==> src/rtl/multi_axis_move_ctrl.sv <==
// Multi-axis move controller.
// Buffers absolute per-axis target commands in a small FIFO, converts each one
// into a relative move (pulse count + direction) against the last commanded
// position of that axis, and hands it to a shared pulse generator through a
// start/busy handshake.
//
// Ports:
//   clk, rst            clock; asynchronous active-low reset
//   init_done           per-axis homing complete; all must be set to accept
//   cmd_valid/cmd_ready command handshake; cmd_axis, cmd_pos carry the target
//   pg_busy             pulse generator busy
//   pg_start            one-cycle start strobe; pg_axis/pg_pulses describe the move
//   dir                 per-axis direction (1 = reverse)
//   idle                FIFO empty and controller idle
//   err_axis            sticky: out-of-range axis command seen
//   limit_hit           sticky: target clamped to POS_MAX (soft-limit build only)
//
// Optional feature: define MOVE_CTRL_SOFT_LIMIT_EN to clamp targets to POS_MAX.
// Without it limit_hit is tied low and targets are used as given.
module multi_axis_move_ctrl #(
  parameter int unsigned NUM_AXES   = 6,
  parameter int unsigned POS_W      = 10,
  parameter int unsigned PULSE_W    = 16,
  parameter int unsigned SCALE      = 1,
  parameter int unsigned FIFO_DEPTH = 4,
  parameter int unsigned POS_MAX    = 1000
) (
  input  logic                clk,
  input  logic                rst,
  input  logic [NUM_AXES-1:0] init_done,
  input  logic                cmd_valid,
  output logic                cmd_ready,
  input  logic [2:0]          cmd_axis,
  input  logic [POS_W-1:0]    cmd_pos,
  input  logic                pg_busy,
  output logic                pg_start,
  output logic [2:0]          pg_axis,
  output logic [PULSE_W-1:0]  pg_pulses,
  output logic [NUM_AXES-1:0] dir,
  output logic                idle,
  output logic                err_axis,
  output logic                limit_hit
);

  localparam int unsigned ADDR_W = $clog2(FIFO_DEPTH);
  localparam int unsigned PROD_W = POS_W + 6;  // SCALE fits in 6 bits
  localparam int unsigned WIDE_W = (PROD_W > PULSE_W) ? PROD_W : PULSE_W;

  typedef enum logic [1:0] {StIdle, StCalc, StIssue, StWait} state_e;

  // ---------------------------------------------------------------- FIFO
  logic [2:0]       fifo_axis [FIFO_DEPTH];
  logic [POS_W-1:0] fifo_pos  [FIFO_DEPTH];
  logic [ADDR_W:0]  wr_ptr_q, rd_ptr_q;
  logic             fifo_empty, fifo_full, push, pop;

  assign fifo_empty = (wr_ptr_q == rd_ptr_q);
  // Extra pointer bit distinguishes full from empty when the indices match.
  assign fifo_full  = (wr_ptr_q[ADDR_W] != rd_ptr_q[ADDR_W]) &&
                      (wr_ptr_q[ADDR_W-1:0] == rd_ptr_q[ADDR_W-1:0]);
  assign cmd_ready  = !fifo_full && (&init_done);
  assign push       = cmd_valid && cmd_ready;

  always_ff @(posedge clk) begin
    if (push) begin
      fifo_axis[wr_ptr_q[ADDR_W-1:0]] <= cmd_axis;
      fifo_pos[wr_ptr_q[ADDR_W-1:0]]  <= cmd_pos;
    end
  end

  always_ff @(posedge clk or negedge rst) begin
    if (!rst) begin
      wr_ptr_q <= '0;
      rd_ptr_q <= '0;
    end else begin
      if (push) wr_ptr_q <= wr_ptr_q + 1'b1;
      if (pop)  rd_ptr_q <= rd_ptr_q + 1'b1;
    end
  end

  // ---------------------------------------------------------------- state
  state_e               state_q, state_d;
  logic [2:0]           work_axis_q, work_axis_d;
  logic [POS_W-1:0]     work_pos_q, work_pos_d;
  logic [POS_W-1:0]     last_pos_q [NUM_AXES];
  logic [POS_W-1:0]     last_pos_d [NUM_AXES];
  logic [NUM_AXES-1:0]  dir_q, dir_d;
  logic [2:0]           pg_axis_q, pg_axis_d;
  logic [PULSE_W-1:0]   pg_pulses_q, pg_pulses_d;
  logic                 err_q, err_d;
  logic [1:0]           wait_cnt_q, wait_cnt_d;
  logic                 busy_seen_q, busy_seen_d;

  // ---------------------------------------------------------------- move calc
  logic                 axis_ok;
  logic [POS_W-1:0]     target, cur_last, delta;
  logic [WIDE_W-1:0]    prod;
  logic [PULSE_W-1:0]   pulses_sat;

  assign axis_ok = 32'(work_axis_q) < NUM_AXES;

`ifdef MOVE_CTRL_SOFT_LIMIT_EN
  logic over;
  logic lim_q, lim_d;
  assign over      = 32'(work_pos_q) > POS_MAX;
  assign target    = over ? POS_W'(POS_MAX) : work_pos_q;
  assign limit_hit = lim_q;
`else
  assign target    = work_pos_q;
  assign limit_hit = 1'b0;
`endif

  always_comb begin
    cur_last = '0;
    for (int i = 0; i < NUM_AXES; i++) begin
      if (work_axis_q == 3'(i)) cur_last = last_pos_q[i];
    end
  end

  assign delta      = (target >= cur_last) ? (target - cur_last) : (cur_last - target);
  assign prod       = WIDE_W'(delta) * WIDE_W'(SCALE);
  assign pulses_sat = (prod > WIDE_W'({PULSE_W{1'b1}})) ? {PULSE_W{1'b1}} :
                                                          prod[PULSE_W-1:0];

  // ---------------------------------------------------------------- FSM
  always_comb begin
    state_d     = state_q;
    work_axis_d = work_axis_q;
    work_pos_d  = work_pos_q;
    last_pos_d  = last_pos_q;
    dir_d       = dir_q;
    pg_axis_d   = pg_axis_q;
    pg_pulses_d = pg_pulses_q;
    err_d       = err_q;
    wait_cnt_d  = wait_cnt_q;
    busy_seen_d = busy_seen_q;
    pop         = 1'b0;
`ifdef MOVE_CTRL_SOFT_LIMIT_EN
    lim_d       = lim_q;
`endif
    unique case (state_q)
      StIdle: begin
        if (!fifo_empty && !pg_busy) begin
          pop         = 1'b1;
          work_axis_d = fifo_axis[rd_ptr_q[ADDR_W-1:0]];
          work_pos_d  = fifo_pos[rd_ptr_q[ADDR_W-1:0]];
          state_d     = StCalc;
        end
      end
      StCalc: begin
        if (!axis_ok) begin
          err_d   = 1'b1;
          state_d = StIdle;
        end else begin
          for (int i = 0; i < NUM_AXES; i++) begin
            if (work_axis_q == 3'(i)) begin
              last_pos_d[i] = target;
              if (target < cur_last)      dir_d[i] = 1'b1;
              else if (target > cur_last) dir_d[i] = 1'b0;
            end
          end
`ifdef MOVE_CTRL_SOFT_LIMIT_EN
          if (over) lim_d = 1'b1;
`endif
          if (delta == '0) begin
            state_d = StIdle;
          end else begin
            pg_axis_d   = work_axis_q;
            pg_pulses_d = pulses_sat;
            state_d     = StIssue;
          end
        end
      end
      StIssue: begin
        wait_cnt_d  = '0;
        busy_seen_d = 1'b0;
        state_d     = StWait;
      end
      StWait: begin
        if (busy_seen_q) begin
          if (!pg_busy) state_d = StIdle;
        end else if (pg_busy) begin
          busy_seen_d = 1'b1;
        end else if (wait_cnt_q == 2'd3) begin
          // Generator never acknowledged: treat the move as done.
          state_d = StIdle;
        end else begin
          wait_cnt_d = wait_cnt_q + 2'd1;
        end
      end
      default: state_d = StIdle;
    endcase
  end

  always_ff @(posedge clk or negedge rst) begin
    if (!rst) begin
      state_q     <= StIdle;
      work_axis_q <= '0;
      work_pos_q  <= '0;
      for (int i = 0; i < NUM_AXES; i++) last_pos_q[i] <= '0;
      dir_q       <= '0;
      pg_axis_q   <= '0;
      pg_pulses_q <= '0;
      err_q       <= 1'b0;
      wait_cnt_q  <= '0;
      busy_seen_q <= 1'b0;
`ifdef MOVE_CTRL_SOFT_LIMIT_EN
      lim_q       <= 1'b0;
`endif
    end else begin
      state_q     <= state_d;
      work_axis_q <= work_axis_d;
      work_pos_q  <= work_pos_d;
      last_pos_q  <= last_pos_d;
      dir_q       <= dir_d;
      pg_axis_q   <= pg_axis_d;
      pg_pulses_q <= pg_pulses_d;
      err_q       <= err_d;
      wait_cnt_q  <= wait_cnt_d;
      busy_seen_q <= busy_seen_d;
`ifdef MOVE_CTRL_SOFT_LIMIT_EN
      lim_q       <= lim_d;
`endif
    end
  end

  assign pg_start  = (state_q == StIssue);
  assign pg_axis   = pg_axis_q;
  assign pg_pulses = pg_pulses_q;
  assign dir       = dir_q;
  assign err_axis  = err_q;
  assign idle      = fifo_empty && (state_q == StIdle);

endmodule

==> config.mk <==
export PLATFORM = sky130hd
export DESIGN_NAME = multi_axis_move_ctrl
export DESIGN_NICKNAME = d
export VERILOG_FILES = /design/src/rtl/multi_axis_move_ctrl.sv
export SDC_FILE = /design/constraint.sdc
export NUM_CORES = 1
export LEC_CHECK = 0
export ABC_AREA = 1
export CAP_MARGIN = 20
export CORE_UTILIZATION = 40
export DETAILED_ROUTE_END_ITERATION = 10
export HOLD_SLACK_MARGIN = 0.05
export PLACE_DENSITY = 0.7
export SYNTH_ARGS = -nofsm -noshare
export SYNTH_HDL_FRONTEND = slang
export SYNTH_SLANG_ARGS = --single-unit
==> constraint.sdc <==
create_clock -name clk -period 3.25 [get_ports clk]
set_input_delay 0.65 -clock clk [delete_from_list [all_inputs] [get_ports clk]]
set_output_delay 0.65 -clock clk [all_outputs]
set_load 0.01 [all_outputs]
Fig. 1: clock distribution
Drawn at 4 px/micron.
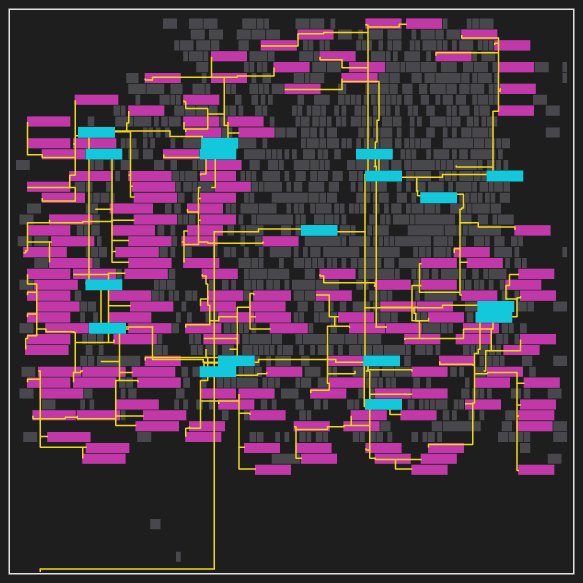
- cyan: clock-net drivers (count 17)
- magenta: flip-flops (count 156)
- yellow: clock wires (length 1980 microns)
- routed clock nets: 18

Fig. 2: cells colored by class
Drawn at 3 px/micron. Fill, decap, tap and diode cells in gray.
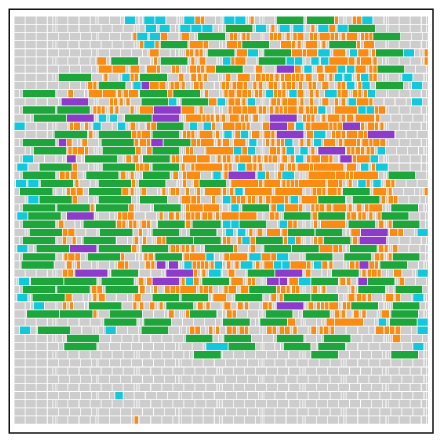
- purple: clock drivers and dummy loads (cells 32; share of their area 6.2%)
- cyan: remaining buffers and delay cells (cells 127; share of their area 11%)
- green: sequential cells (cells 156; share of their area 43%)
- orange: remaining logic cells (cells 683; share of their area 39%)

==> run notes <==
run results: clk slew on worst S/H paths=0.07 ns, CTS sink count=between 150 and 200, Setup CP Type=reg -> reg, FILL cells=around 1700, Layout Skew=0.01013 ns, hold crit path type=in -> async, asr flop ratio synth=0.6667, total grt overflow=0, EDFF count, synth=between 50 and 60, Max stage delay on crit path=0.44 ns, YS chip area=7702 sq um, most common cell after layout, fill and taps aside=nand2_1, Avg WL per Cell=around 15 microns, Fmax=301.8 MHz, Die H=140.8 microns, largest net degree at the start of global routing=just under 60, failing checks=setup timing, Slew Limit Headroom=0.4923, first-pass GRT wire length=~31000 microns, Commonest flop=dfrtp_1, Max-Cap Viols=0, placer congestion estimate=0.9086, Worst Max-Slew Pin Slew=0.7608 ns, GRT Total Usage=0.2037, crit path DAT=3.63 ns, Synth Warn #=0, clk_lat worst skew=0.43 ns, Vias=6294, IO Pins=53, Resized Gates After CTS=59, ant diodes=0, port bufs=approximately 45, CP max-delay cell=dfrtp_1, IR drop worst, VDD=0.0005325 V, status=finished with violations, Syn Std Cell Area=7702 sq um, Final nets=1035, vias per cell=5.109, Worst R2R Path Depth=20, setup bufs post-CTS=10, vias in the first global route=~6400, DR pass1 iterations=6, Num CTS Buffers=17, fin crit period=roughly 3.3 ns, setup_tns=-0.6574 ns, Critical Path Sink Type=flop, register share after synthesis=0.5406, critical-path cell list=inv_2 > nor3_4 > buf_6 > nand2_1 > nand3_1 > a221oi_2 > o22ai_2 > ha_1 > nand2_2 > inv_2 > a21oi_4 > buf_4 > nand4_4 > nand2_2 > nand3_1 > nor2_2 > nand3_4 > buf_6 > nand3_2 > nand2_1, Max Fanout on Critical Path=9, clk buf depth=2, Final Core Density=0.5336, fp util=0.4104, stages on the worst setup path=20, final worst setup slack=-0.06302 ns, initial antenna violation count=0, pwr dens=1214 nW/um^2, layout cells sized above 1=0.2285, final-report setup violation count=13, final worst path period share=1.019, tally of OpenROAD warnings=39, Synth flops=~160, Netlist cell types=40, num rows=about 50, core area=18770 sq um, Fin. Hold Viols=0, CP Launch Type=flop, leak pwr=0.004522 uW, Gate Count Post-Synth=871, Area Overhead vs Synth=30.02%, CTS tree=yes, hpwl dp=between 10000 and 15000 microns, DRT Wirelength=between 15000 and 20000 microns, DRC=0, Post-DP Area=approximately 8800 sq um, CTS Root Cell=clkbuf_16, RSZ-0062 raised after global routing=true, cts-stage hold buffer count=0, post-route antenna net violation count=0, Min Hold Slack=~0.22 ns, most frequent cells in the layout=nand2_1 (207), dfrtp_1 (102), o21ai_0 (94), inv_1 (85), buf_4 (72), die width=140.8 microns, die area=slightly below 20000 sq um, post-route cell area=10010 sq um, Crit path max-delay family=simple AND/OR/NAND/NOR gates, Initial DRC Count=approximately 500, buffer and inverter count on the worst path=5
[through the flow]
step                cells  power [uW]  setup slack, ns
floorplan             877        6508          0.01537
global placement     1188        8749          -0.2164
detailed placement   1188        8836          -0.2511
CTS                  1229       11440        0.0006808
global route         1232       13100          -0.2527
finish               1232       12160         -0.06302
[routing by layer]
| metal | share of wire | vias up | track usage |
|---|---|---|---|
| met4 | 0.018 | 0 | 0.07723 |
| met1 | 0.45 | 3014 | 0.2607 |
| met3 | 0.046 | 20 | 0.04382 |
| li1 | - | 3086 | - |
| met2 | 0.49 | 174 | 0.3388 |
| met5 | 0 | - | 0 |
[report_power, final]
part           leakage, uW  internal [uW]  switching (uW)
clock network     0.000285           1100             917
registers          0.00174           2630             442
logic              0.00250           3060            4000
[synthesized netlist by cell type, types with 2 or more instances]
cell | n | area, sq um
a221oi_1 | 7 | 61.31
nand3_2 | 2 | 20.02
o21ai_0 | 97 | 485.5
buf_1 | 2 | 7.510
o31ai_1 | 6 | 45.04
xnor2_1 | 3 | 26.28
a22oi_1 | 10 | 75.07
buf_6 | 2 | 22.52
clkinv_1 | 3 | 11.26
ha_1 | 25 | 312.8
a21oi_1 | 31 | 155.2
nor2_4 | 3 | 33.78
xor2_1 | 9 | 78.83
clkbuf_1 | 24 | 90.09
nand2_2 | 6 | 37.54
nor2_1 | 63 | 236.5
o22ai_1 | 16 | 100.1
o21a_1 | 2 | 15.01
inv_2 | 2 | 7.510
nand3_1 | 38 | 190.2
edfxtp_1 | 52 | 1562
dfrtp_1 | 104 | 2603
nand2_1 | 228 | 855.8
fa_1 | 2 | 40.04
inv_1 | 97 | 364.1
o21bai_1 | 2 | 15.01
buf_2 | 4 | 20.02
buf_4 | 7 | 52.55
nor3_1 | 6 | 30.03
nand4_1 | 8 | 50.05
[sequential cells by signal (all words and copies together) (netlist names), 6 cells and up, named ones only]
signal,flops
pg_pulses,10
dir,6
fifo_pos,40
last_pos_q,60
fifo_axis,12
target,10
[cell families after synthesis]
logic type      count (synthesis)  synth area share
compound gates                175            0.1283
other cells                     1         0.0004869
fa+ha+maj                      27           0.04581
xor+xnor                       12           0.01365
simple gates                  359            0.1964
buf+inv                       141           0.07472
flops                         156            0.5406
[area by class of cell]
| class | instances | area (sq um) | area share |
|---|---|---|---|
| sequential | 156 | 4167 | 0.4160 |
| multi-input combinational | 581 | 3453 | 0.3448 |
| timing repair buffer | 127 | 1114 | 0.1112 |
| clock buffer | 17 | 425.4 | 0.04248 |
| inverter | 102 | 384.1 | 0.03836 |
| tap | 234 | 292.8 | 0.02924 |
| clock inverter | 15 | 178.9 | 0.01787 |
[final timing paths]
| check | to | slack (ns) | startpoint |
|---|---|---|---|
| worst max-delay path | pg_pulses[7] | -0.06 | work_axis_q[1] |
| worst min-delay path | last_pos_q[45] | 0.22 | rst |
| worst max register to register | pg_pulses[7] | -0.06 | work_axis_q[1] |
| worst min register to register | pg_pulses[8] | 0.47 | pg_pulses[8] |
| max in group asynchronous | last_pos_q[51] | 2.30 | rst |
| min in group clk | pg_pulses[8] | 0.47 | pg_pulses[8] |
No activity file was given, so power comes from the tool's default toggle rates.
